wire_density.png
The die is cut into 21 by 21 equal tiles; black is low, pale yellow is high, scaled to the fullest tile. Values are wire area over tile area, all layers added.
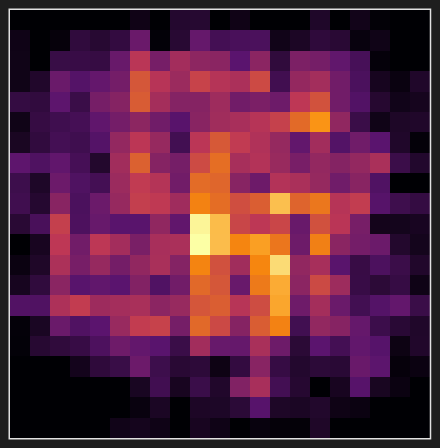
metal_stack.png
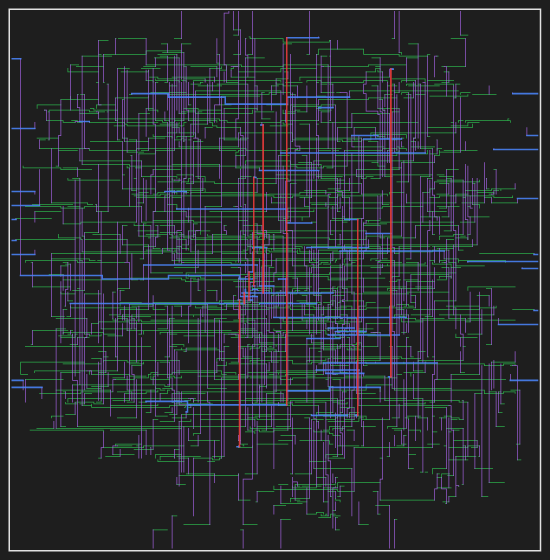
final_placement.png
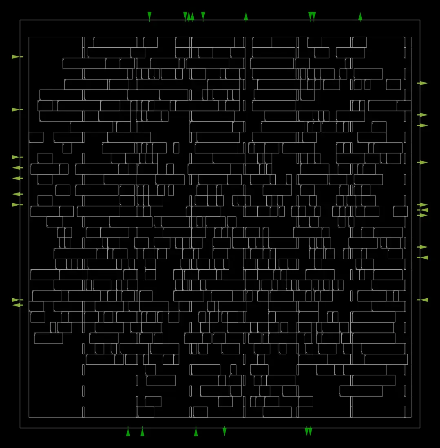
cell_classes.png
The bar under the picture is 20 um long. Fill, decap, tap and diode cells in gray.
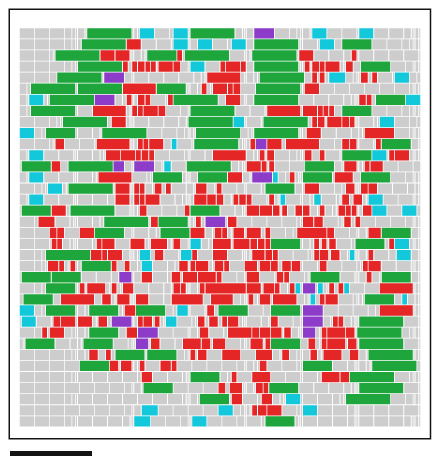
met1.png
Supply wires on this layer in gray.
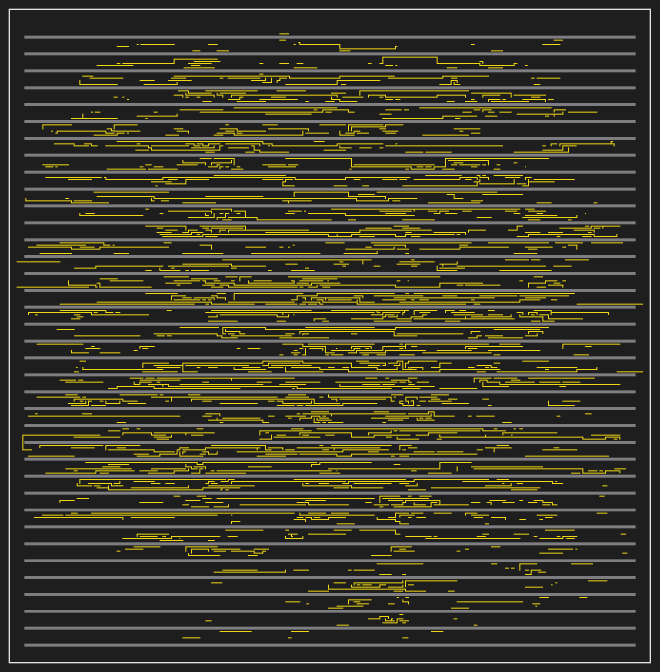
**config.mk**
```make
export PLATFORM = sky130hd
export DESIGN_NAME = retry_replay_buffer
export DESIGN_NICKNAME = d
export VERILOG_FILES = /design/src/rtl/retry_replay_buffer.sv
export SDC_FILE = /design/constraint.sdc
export NUM_CORES = 1
export LEC_CHECK = 0
export CAP_MARGIN = 20
export CELL_PAD_IN_SITES_DETAIL_PLACEMENT = 0
export CELL_PAD_IN_SITES_GLOBAL_PLACEMENT = 1
export CORE_AREA = 2 2 101 103
export DETAILED_ROUTE_END_ITERATION = 8
export DIE_AREA = 0 0 103 105
export GPL_TIMING_DRIVEN = 0
export HOLD_SLACK_MARGIN = 0.05
export PLACE_DENSITY_LB_ADDON = 0.25
export SLEW_MARGIN = 15
export SYNTH_ARGS = -nofsm -noshare
export SYNTH_HDL_FRONTEND = slang
export SYNTH_SLANG_ARGS = --single-unit
```
**constraint.sdc**
```tcl
create_clock -name clk_i -period 5.2 [get_ports clk_i]
set_input_delay 1.04 -clock clk_i [delete_from_list [all_inputs] [get_ports clk_i]]
set_output_delay 1.04 -clock clk_i [all_outputs]
set_load 0.01 [all_outputs]
```
**src/rtl/retry_replay_buffer.sv**
```systemverilog
// rtl/retry_replay_buffer.sv - head-of-section buffer that tags items with slot IDs and replays them on retry
//
// Purpose: accepts upstream items, tags each one with an in-flight slot ID, and
// keeps a copy until the tail of the protected section reports it done.
// A retry report re-issues the stored copy ahead of new input. An item whose
// retries are exhausted is dropped and reported on fail_o.
//
// Ports:
//   clk_i, rst_i          clock, synchronous active-high reset
//   data_i/valid_i/ready_o upstream item handshake
//   data_o/id_o/valid_o/ready_i downstream item handshake (data_o tagged with id_o)
//   done_valid_i/done_id_i/done_retry_i completion report from the section tail
//   fail_o/fail_id_o      one-cycle pulse when an item is dropped
//   inflight_o            number of occupied slots
module retry_replay_buffer #(
  parameter int DataWidth  = 8,
  parameter int Depth      = 4,
  parameter int MaxRetries = 3,
  parameter int IDSize     = $clog2(Depth)
) (
  input  logic                 clk_i,
  input  logic                 rst_i,
  input  logic [DataWidth-1:0] data_i,
  input  logic                 valid_i,
  output logic                 ready_o,
  output logic [DataWidth-1:0] data_o,
  output logic [IDSize-1:0]    id_o,
  output logic                 valid_o,
  input  logic                 ready_i,
  input  logic                 done_valid_i,
  input  logic [IDSize-1:0]    done_id_i,
  input  logic                 done_retry_i,
  output logic                 fail_o,
  output logic [IDSize-1:0]    fail_id_o,
  output logic [IDSize:0]      inflight_o
);

  localparam int CntW = IDSize + 1;

  typedef enum logic [1:0] {
    SLOT_FREE   = 2'd0,
    SLOT_QUEUED = 2'd1,
    SLOT_ISSUED = 2'd2,
    SLOT_REPLAY = 2'd3
  } slot_state_e;

  // Per-slot bookkeeping
  slot_state_e          state_q [Depth];
  slot_state_e          state_d [Depth];
  logic [3:0]           cnt_q   [Depth];
  logic [3:0]           cnt_d   [Depth];
  logic [DataWidth-1:0] mem_q   [Depth];

  // Replay queue of slot IDs
  logic [IDSize-1:0]    rq_mem_q [Depth];
  logic [IDSize-1:0]    rq_rd_q, rq_rd_d;
  logic [IDSize-1:0]    rq_wr_q, rq_wr_d;
  logic [CntW-1:0]      rq_cnt_q, rq_cnt_d;

  // Output register
  logic                 out_valid_q, out_valid_d;
  logic [DataWidth-1:0] out_data_q, out_data_d;
  logic [IDSize-1:0]    out_id_q, out_id_d;

  logic                 fail_q, fail_d;
  logic [IDSize-1:0]    fail_id_q, fail_id_d;
  logic [CntW-1:0]      inflight_q, inflight_d;

  logic                 any_free;
  logic [IDSize-1:0]    alloc_id;
  logic                 rq_empty;
  logic                 handshake;
  logic                 load_en;
  logic                 accept;
  logic                 done_hit;
  logic                 done_replay;
  logic                 done_fail;
  logic                 done_release;
  logic                 pop;
  logic                 bypass;
  logic                 push;
  logic [IDSize-1:0]    rq_head;

  // Lowest-index FREE slot: scan downward so the lowest match wins.
  always_comb begin
    any_free = 1'b0;
    alloc_id = '0;
    for (int i = Depth - 1; i >= 0; i--) begin
      if (state_q[i] == SLOT_FREE) begin
        any_free = 1'b1;
        alloc_id = IDSize'(i);
      end
    end
  end

  assign rq_empty  = (rq_cnt_q == '0);
  assign rq_head   = rq_mem_q[rq_rd_q];
  assign handshake = out_valid_q & ready_i;
  assign load_en   = ~out_valid_q | ready_i;

  // Built from registered state only, so a slot freed this cycle is not offered yet.
  assign ready_o   = ~rst_i & any_free & rq_empty & load_en;
  assign accept    = valid_i & ready_o;

  assign done_hit     = done_valid_i & (state_q[done_id_i] == SLOT_ISSUED);
  assign done_release = done_hit & ~done_retry_i;
  assign done_replay  = done_hit & done_retry_i & (cnt_q[done_id_i] < 4'(MaxRetries));
  assign done_fail    = done_hit & done_retry_i & ~(cnt_q[done_id_i] < 4'(MaxRetries));

  // Queued replays go first. A new input can only be accepted while the queue is
  // empty, so pop and accept never compete. A fresh retry goes straight into the
  // output register when nothing else claims it; otherwise it waits in the queue.
  assign pop    = load_en & ~rq_empty;
  assign bypass = load_en & rq_empty & ~accept & done_replay;
  assign push   = done_replay & ~bypass;

  always_comb begin
    out_valid_d = out_valid_q & ~handshake;
    out_data_d  = out_data_q;
    out_id_d    = out_id_q;
    if (pop) begin
      out_valid_d = 1'b1;
      out_id_d    = rq_head;
      out_data_d  = mem_q[rq_head];
    end else if (accept) begin
      out_valid_d = 1'b1;
      out_id_d    = alloc_id;
      out_data_d  = data_i;
    end else if (bypass) begin
      out_valid_d = 1'b1;
      out_id_d    = done_id_i;
      out_data_d  = mem_q[done_id_i];
    end
  end

  // Every event below touches a different slot, so the updates never collide.
  always_comb begin
    for (int i = 0; i < Depth; i++) begin
      state_d[i] = state_q[i];
      cnt_d[i]   = cnt_q[i];
    end
    if (handshake) begin
      state_d[out_id_q] = SLOT_ISSUED;
    end
    if (done_release || done_fail) begin
      state_d[done_id_i] = SLOT_FREE;
    end
    if (done_replay) begin
      state_d[done_id_i] = bypass ? SLOT_QUEUED : SLOT_REPLAY;
      cnt_d[done_id_i]   = cnt_q[done_id_i] + 4'd1;
    end
    if (pop) begin
      state_d[rq_head] = SLOT_QUEUED;
    end
    if (accept) begin
      state_d[alloc_id] = SLOT_QUEUED;
      cnt_d[alloc_id]   = 4'd0;
    end
  end

  always_comb begin
    inflight_d = '0;
    for (int i = 0; i < Depth; i++) begin
      if (state_d[i] != SLOT_FREE) begin
        inflight_d = inflight_d + CntW'(1);
      end
    end
  end

  always_comb begin
    rq_rd_d  = rq_rd_q;
    rq_wr_d  = rq_wr_q;
    rq_cnt_d = rq_cnt_q;
    if (push) begin
      rq_wr_d = rq_wr_q + IDSize'(1);
    end
    if (pop) begin
      rq_rd_d = rq_rd_q + IDSize'(1);
    end
    if (push && !pop) begin
      rq_cnt_d = rq_cnt_q + CntW'(1);
    end else if (pop && !push) begin
      rq_cnt_d = rq_cnt_q - CntW'(1);
    end
  end

  assign fail_d    = done_fail;
  assign fail_id_d = done_id_i;

  always_ff @(posedge clk_i) begin
    if (rst_i) begin
      for (int i = 0; i < Depth; i++) begin
        state_q[i] <= SLOT_FREE;
        cnt_q[i]   <= '0;
      end
      rq_rd_q     <= '0;
      rq_wr_q     <= '0;
      rq_cnt_q    <= '0;
      out_valid_q <= 1'b0;
      out_data_q  <= '0;
      out_id_q    <= '0;
      fail_q      <= 1'b0;
      fail_id_q   <= '0;
      inflight_q  <= '0;
    end else begin
      state_q     <= state_d;
      cnt_q       <= cnt_d;
      rq_rd_q     <= rq_rd_d;
      rq_wr_q     <= rq_wr_d;
      rq_cnt_q    <= rq_cnt_d;
      out_valid_q <= out_valid_d;
      out_data_q  <= out_data_d;
      out_id_q    <= out_id_d;
      fail_q      <= fail_d;
      fail_id_q   <= fail_id_d;
      inflight_q  <= inflight_d;
    end
  end

  // Payload and queue storage need no reset; they are only read once written.
  always_ff @(posedge clk_i) begin
    if (accept) begin
      mem_q[alloc_id] <= data_i;
    end
    if (push && !rst_i) begin
      rq_mem_q[rq_wr_q] <= done_id_i;
    end
  end

  assign valid_o    = out_valid_q;
  assign data_o     = out_data_q;
  assign id_o       = out_id_q;
  assign fail_o     = fail_q;
  assign fail_id_o  = fail_id_q;
  assign inflight_o = inflight_q;

endmodule

```
==> summary.txt <==
The flow run is done. Using the TritonRoute via totals, the vias-per-cell ratio works out to approximately 5.7. Final layout net count landed at between 400 and 500. The H-tree was split into 3 levels. The group that draws the most power in this run is combinational logic.

The layout report gives the register share of total cell area as 0.4308. Across the whole layout, storage elements account for between 0.002 and 0.0025 mm2. The flow ran to the end, and the final reports show no timing, DRC or antenna violations. The global routing report lists combined usage of all routing layers as 0.2192. Total tool warning count landed at 30.

The final timing summary puts the cycle share of the worst path at 0.9484. TritonCTS built the clock tree. Worst-case hold slack landed at 0.4602 ns. Per the detail_route report, routed wire per instance is 19.16 um. Counting flops with a built-in enable in the synthesized netlist gives about 40. In the synthesized netlist, the cells that appear most often are nand2_1 (57), dfxtp_1 (50), edfxtp_1 (40), nor2_1 (38), a21oi_1 (26). Overall routed net length landed at 11,300 um. According to the hold report, the worst path is of the reg2reg type.

The setup check on the worst reg-to-reg path leaves a slack of 1.46 ns. Chip footprint landed at between 0.01 and 0.015 mm2. The slowest stage of the critical path belongs to the cell or3_1.

The tree is rooted in a clkbuf_8. No sink is reached through more buffers than the 2 on the longest clock path. The first routing iteration left 221 violations. Per the hold report, the tightest min-delay path originates at data_o[4]. The number of global-route vias before repair is 3,364.

Logic area landed at between 0.002 and 0.0025 mm2. Counting every sink on the clock net gives about 90. Counting distinct cell types in the post-synthesis netlist gives approximately 61. Entering global routing, the biggest net connects 17 pins. Final worst slack landed at 0.2685 ns.
Back to the opening pictures, wire_density.png:
mean over tiles: 0.17
fullest tile: 0.64
densest ninth of the die: center
tiles over half the peak: 13%

Back to the opening pictures, metal_stack.png:
| layer | color | wire length |
|---|---|---|
| met1 | green | 5,200 um |
| met3 | blue | 553 um |
| met2 | purple | 5,290 um |
| met4 | red | 259 um |

Back to the opening pictures, final_placement.png:
number of tapcells: 133
total core area: 0.009639 mm2
number of standard-cell rows in the floorplan: 36
core utilization of the finished layout: 0.5302
count of placed standard cells in the final layout, fillers left out: 590

Back to the opening pictures, cell_classes.png:
| class | color | cells | share of their area |
|---|---|---|---|
| other buffers and delay cells | cyan | 51 | 8.7% |
| flip-flops | green | 90 | 45% |
| all other logic | red | 300 | 43% |
| clock drivers and dummy loads | purple | 16 | 3.8% |

Back to the opening pictures, met1.png:
nets with wire on the layer: 449
longest straight run: 32.7 um
wire length on this layer: 5,200 um

Power is estimated from default activity; no workload was simulated.
